Power grid:
(3 px per um) Pins as bars on the die edge. Tap cells in gray.
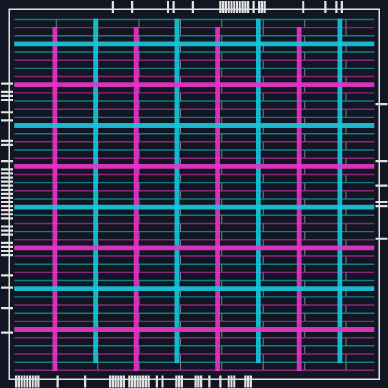
The clock network:
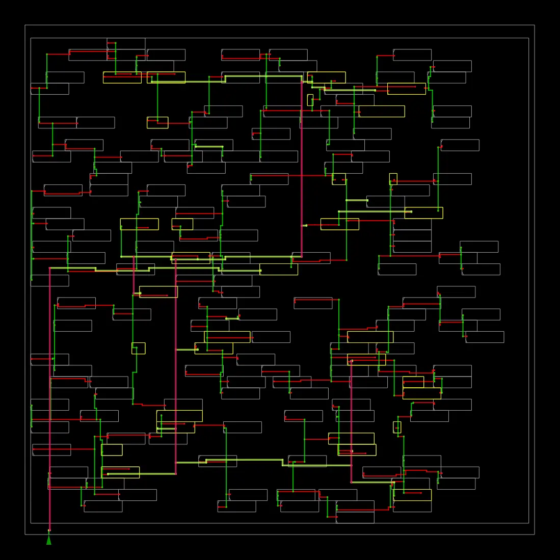
Cell area per tile:
(3 px per um) 12 x 12 tiles, from white (low) to dark blue (high), 0 to 100% covered.
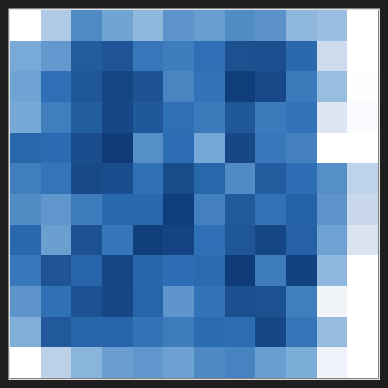
Signal wires on met4:
(4 px per um) Supply wires on this layer in gray. Cells faint in the background.
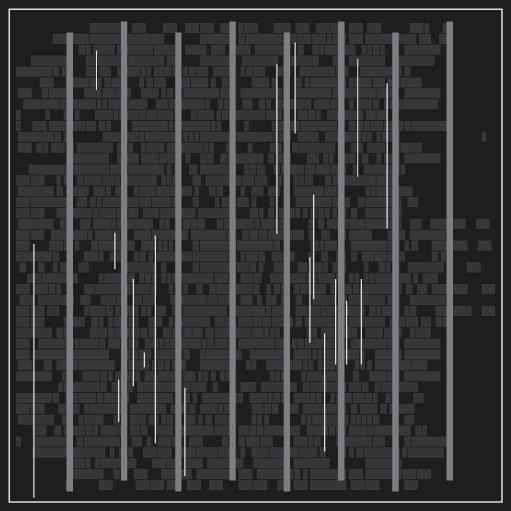
===== config.mk =====
export PLATFORM = sky130hd
export DESIGN_NAME = led_mmio_ctrl
export DESIGN_NICKNAME = d
export VERILOG_FILES = /design/src/rtl/led_mmio_ctrl.sv
export SDC_FILE = /design/constraint.sdc
export NUM_CORES = 1
export LEC_CHECK = 0
export CAP_MARGIN = 10
export CORE_MARGIN = 1
export CORE_UTILIZATION = 56
export CTS_CLUSTER_SIZE = 28
export DETAILED_ROUTE_END_ITERATION = 8
export PLACE_DENSITY = 0.81
export SYNTH_ARGS = -nofsm -noshare
export SYNTH_HDL_FRONTEND = slang
export SYNTH_SLANG_ARGS = --single-unit

===== constraint.sdc =====
create_clock -name clk -period 13.9 [get_ports clk]
set_clock_uncertainty 0.1 [all_clocks]
set_input_delay 2.085 -clock clk [delete_from_list [all_inputs] [get_ports clk]]
set_output_delay 2.085 -clock clk [all_outputs]
set_load 0.02 [all_outputs]

===== src/rtl/led_mmio_ctrl.sv =====
// Memory-mapped LED controller: DATA/SET/CLR/TOG/BLINK_EN/PERIOD registers
// with a per-channel blink mask driven by a shared down-counting divider.
module led_mmio_ctrl #(
    parameter int          LED_W     = 24,
    parameter logic [11:0] BASE_ADDR = 12'h060,
    parameter int          DIV_W     = 24
) (
    input  logic             clk,
    input  logic             rst,
    input  logic             dv_wr_e,
    input  logic             dv_rd_e,
    input  logic [11:0]      dv_addr,
    input  logic [31:0]      data_fromcpu,
    output logic [31:0]      data_tocpu,
    output logic [LED_W-1:0] led
);

    localparam logic [11:0] A_DATA  = BASE_ADDR;
    localparam logic [11:0] A_SET   = BASE_ADDR + 12'h004;
    localparam logic [11:0] A_CLR   = BASE_ADDR + 12'h008;
    localparam logic [11:0] A_TOG   = BASE_ADDR + 12'h00C;
    localparam logic [11:0] A_BLINK = BASE_ADDR + 12'h010;
    localparam logic [11:0] A_PER   = BASE_ADDR + 12'h014;

    logic [LED_W-1:0] data_reg;
    logic [LED_W-1:0] blink_en;
    logic [DIV_W-1:0] period;
    logic [DIV_W-1:0] cnt;
    logic             phase;

    logic             sel_data;
    logic             sel_set;
    logic             sel_clr;
    logic             sel_tog;
    logic             sel_blink;
    logic             sel_per;
    logic             sel_any;

    logic [LED_W-1:0] wdata;
    logic [DIV_W-1:0] pdata;
    logic [LED_W-1:0] next_data;
    logic [LED_W-1:0] next_blink;
    logic [DIV_W-1:0] next_period;
    logic [DIV_W-1:0] next_cnt;
    logic             next_phase;
    logic [31:0]      rd_val;

    assign sel_data  = (dv_addr == A_DATA);
    assign sel_set   = (dv_addr == A_SET);
    assign sel_clr   = (dv_addr == A_CLR);
    assign sel_tog   = (dv_addr == A_TOG);
    assign sel_blink = (dv_addr == A_BLINK);
    assign sel_per   = (dv_addr == A_PER);
    assign sel_any   = sel_data | sel_set | sel_clr |
                       sel_tog | sel_blink | sel_per;

    assign wdata = data_fromcpu[LED_W-1:0];
    assign pdata = data_fromcpu[DIV_W-1:0];

    always_comb begin
        next_data   = data_reg;
        next_blink  = blink_en;
        next_period = period;
        if (dv_wr_e) begin
            unique case (1'b1)
                sel_data:  next_data   = wdata;
                sel_set:   next_data   = data_reg | wdata;
                sel_clr:   next_data   = data_reg & ~wdata;
                sel_tog:   next_data   = data_reg ^ wdata;
                sel_blink: next_blink  = wdata;
                sel_per:   next_period = pdata;
                default:   next_data   = data_reg;
            endcase
        end
    end

    // A PERIOD write restarts the blink cleanly in the off-mask phase.
    always_comb begin
        next_cnt   = '0;
        next_phase = 1'b0;
        if (dv_wr_e && sel_per) begin
            next_cnt   = pdata;
            next_phase = 1'b0;
        end else if (period != '0) begin
            if (cnt == '0) begin
                next_cnt   = period;
                next_phase = ~phase;
            end else begin
                next_cnt   = cnt - DIV_W'(1);
                next_phase = phase;
            end
        end
    end

    // SET/CLR/TOG alias DATA on reads.
    always_comb begin
        rd_val = '0;
        unique case (1'b1)
            sel_data:  rd_val = 32'(data_reg);
            sel_set:   rd_val = 32'(data_reg);
            sel_clr:   rd_val = 32'(data_reg);
            sel_tog:   rd_val = 32'(data_reg);
            sel_blink: rd_val = 32'(blink_en);
            sel_per:   rd_val = 32'(period);
            default:   rd_val = '0;
        endcase
    end

    always_ff @(posedge clk or posedge rst) begin
        if (rst) begin
            data_reg   <= '0;
            blink_en   <= '0;
            period     <= '0;
            cnt        <= '0;
            phase      <= 1'b0;
            led        <= '0;
            data_tocpu <= '0;
        end else begin
            data_reg <= next_data;
            blink_en <= next_blink;
            period   <= next_period;
            cnt      <= next_cnt;
            phase    <= next_phase;
            led      <= next_data & ~(next_blink & {LED_W{next_phase}});
            if (dv_rd_e && sel_any) begin
                data_tocpu <= rd_val;
            end
        end
    end

endmodule

==> impl_results.html <==
<h2>Implementation results</h2>
<table>
<tr><th>Metric</th><th>Value</th></tr>
<tr><th colspan="2">Power</th></tr>
<tr><td>Top Consumer</td><td>combinational cells</td></tr>
<tr><td>Switching power</td><td>951 uW</td></tr>
<tr><td>Power per standard cell area</td><td>223 nW/um^2</td></tr>
<tr><td>Sequential-cell power consumption</td><td>506 uW</td></tr>
<tr><td>Internal cell power</td><td>1220 uW</td></tr>
<tr><td>Fraction of power spent switching nets</td><td>43.7%</td></tr>
<tr><td>Part of the power in combinational logic</td><td>53.0%</td></tr>
<tr><td>Static power due to leakage</td><td>0.00453 uW</td></tr>
<tr><td>Clock Power Share</td><td>23.7%</td></tr>
<tr><th colspan="2">Critical path</th></tr>
<tr><td>Delay contributed by the slowest stage of the critical path</td><td>0.99 ns</td></tr>
<tr><td>Sort of element at the end of the critical path</td><td>flop</td></tr>
<tr><td>R2R Path End</td><td>led[23]$_DFF_PP0_</td></tr>
<tr><td>Top fanout value on the critical path</td><td>48</td></tr>
<tr><td>Required @ worst endpoint</td><td>14.06 ns</td></tr>
<tr><td>Launching point of the worst reg2reg path</td><td>cnt[8]$_DFF_PP0_</td></tr>
<tr><td>R2R cell count</td><td>6</td></tr>
<tr><td>Internal reg-to-reg setup slack</td><td>10.83 ns</td></tr>
<tr><td>Count of buffering cells on the critical path with inverters included</td><td>1</td></tr>
<tr><td>Cell Chain, Critical Path</td><td>clkdlybuf4s50_1, nor3b_1, and3_1, nand3_2, nand2_1, o21ai_0</td></tr>
<tr><td>Worst setup SP type</td><td>input port</td></tr>
<tr><td>Start point of the critical path</td><td>dv_addr[0]</td></tr>
<tr><td>Worst path depth</td><td>6</td></tr>
<tr><th colspan="2">Yosys</th></tr>
<tr><td>Mapped Area</td><td>8180 sq um</td></tr>
<tr><td>Post-synth area from yosys stat</td><td>8180 sq um</td></tr>
<tr><td>Compound-gate portion of the synthesized area</td><td>21.8%</td></tr>
<tr><td>Count of warnings emitted by yosys</td><td>0</td></tr>
<tr><td>Cell type contributing the most total cell area after synthesis</td><td>dfrtp_1</td></tr>
<tr><td>Count of distinct cell types in the synthesized netlist</td><td>55</td></tr>
<tr><td>Count leader, synth</td><td>nand2_1</td></tr>
<tr><td>Yosys cell count</td><td>886</td></tr>
<tr><td>Area fraction in full adders, half adders and majority gates</td><td>7.65%</td></tr>
<tr><td>Instance count of the mapped netlist</td><td>886</td></tr>
<tr><td>Top cells by count</td><td>154 x nand2_1, 145 x dfrtp_1, 101 x o21ai_0</td></tr>
<tr><td>Syn_area_per_cell</td><td>9.23 sq um</td></tr>
<tr><td>Combinational family with the most area after synthesis</td><td>AND-OR/OR-AND gates</td></tr>
<tr><td>Fraction of registers with async set or reset after synthesis</td><td>100%</td></tr>
<tr><td>Sequential share of the synthesized area</td><td>44.4%</td></tr>
<tr><th colspan="2">STA</th></tr>
<tr><td>Final Worst Setup Slack</td><td>8.76 ns</td></tr>
<tr><td>Fin crit period</td><td>5.14 ns</td></tr>
<tr><td>Part of the cycle the worst path needs</td><td>37.0%</td></tr>
<tr><td>Setup repair after global routing missed its margin</td><td>false</td></tr>
<tr><td>Total Neg Setup Slack</td><td>0 ns</td></tr>
<tr><td>Max Transition Viols Final</td><td>0</td></tr>
<tr><th colspan="2">Finish</th></tr>
<tr><td>Most common cell after layout, fill and taps aside</td><td>nand2_1</td></tr>
<tr><td>Layout buffer count excluding clock buffers</td><td>100</td></tr>
<tr><td>Footprint of the flip-flops and latches</td><td>3630 sq um</td></tr>
<tr><td>Share of post-route cells with drive strength above 1</td><td>10.3%</td></tr>
<tr><td>Non-Filler Cell Area, Final</td><td>9740 sq um</td></tr>
<tr><td>Number of clock-tree buffers in the layout</td><td>22</td></tr>
<tr><td>Comb gates</td><td>628</td></tr>
<tr><td>Share of the final layout cell area in sequential cells</td><td>37.3%</td></tr>
<tr><td># nets final</td><td>1042</td></tr>
<tr><td>Most frequent cells in the layout</td><td>154 x nand2_1, 145 x dfrtp_1, 101 x o21ai_0</td></tr>
<tr><td>Multi-input logic area</td><td>4070 sq um</td></tr>
<tr><th colspan="2">Placed design</th></tr>
<tr><td>Post-Place Worst Slack</td><td>8.49 ns</td></tr>
<tr><td>Half-perimeter wire length after placement</td><td>13800 um</td></tr>
<tr><td>Placed Cells</td><td>1105</td></tr>
<tr><th colspan="2">CTS</th></tr>
<tr><td>Insertion delay to the later sink of the worst-skew pair</td><td>0.44 ns</td></tr>
<tr><td>CTS resizes</td><td>0</td></tr>
<tr><td>Root buffer selected by CTS</td><td>clkbuf_16</td></tr>
<tr><td>Hold-fix buffers, CTS</td><td>0</td></tr>
<tr><td>CTS tree</td><td>done</td></tr>
<tr><td>Number of post-CTS setup repair buffers</td><td>0</td></tr>
<tr><th colspan="2">GRT</th></tr>
<tr><td>Overflow after GRT</td><td>0</td></tr>
<tr><td>Global-route track usage on met2</td><td>50.1%</td></tr>
<tr><td>Met1 usage in global routing</td><td>39.9%</td></tr>
<tr><td>Initial antenna violation count</td><td>0</td></tr>
<tr><td>Global route hottest layer</td><td>met2</td></tr>
<tr><td>Maximum number of pins on one net before global-route repair</td><td>83</td></tr>
<tr><th colspan="2">Floorplanning</th></tr>
<tr><td>Tapcells inserted</td><td>180</td></tr>
<tr><th colspan="2">Drt</th></tr>
<tr><td>Remaining design rule violation count</td><td>0</td></tr>
<tr><td>Top layer used by detailed routing</td><td>met4</td></tr>
<tr><td>Vias per cell</td><td>6.18</td></tr>
<tr><td>Routed met2 length</td><td>10400 um</td></tr>
<tr><th colspan="2">Job</th></tr>
<tr><td>Number of maximum-capacitance violations</td><td>0</td></tr>
<tr><th colspan="2">Worst hold path</th></tr>
<tr><td>Cell depth of the worst min-delay path</td><td>2</td></tr>
<tr><td>Hold EP</td><td>data_tocpu[1]$_DFFE_PP0P_</td></tr>
<tr><th colspan="2">Status</th></tr>
<tr><td>Status</td><td>complete, no violations</td></tr>
</table>
## Picture notes: 'power grid'
legend:
  cyan:
    net: VDD
  magenta:
    net: VSS
met4 straps: 8
rows: 43
met5 straps: 8
met1 rails: 44
Die X: 123 um
floorplan die height: 123 um
Core Area: 14000 sq um
worst vdd rail ir drop: 0.236 mV

## Picture notes: 'the clock network'
total CTS buffers: 17
count of clock tree sinks: 145
power dissipated in the clock network: 517 uW
sequential cells: 145

## Picture notes: 'cell area per tile'
tiles over 75% full: 39%
fullest tile: 96%
nearly empty tiles: 7.6%
fraction of the core area occupied by cells at floorplan: 58.2%
post-layout util: 69.4%

## Picture notes: 'signal wires on met4'
main direction: vertical
longest straight run: 63.2 um
share of all routed wire: 2.1%
number of vias after detailed routing: 7020
Routed Wire Length: 21700 um

Power is estimated from default activity; no workload was simulated.
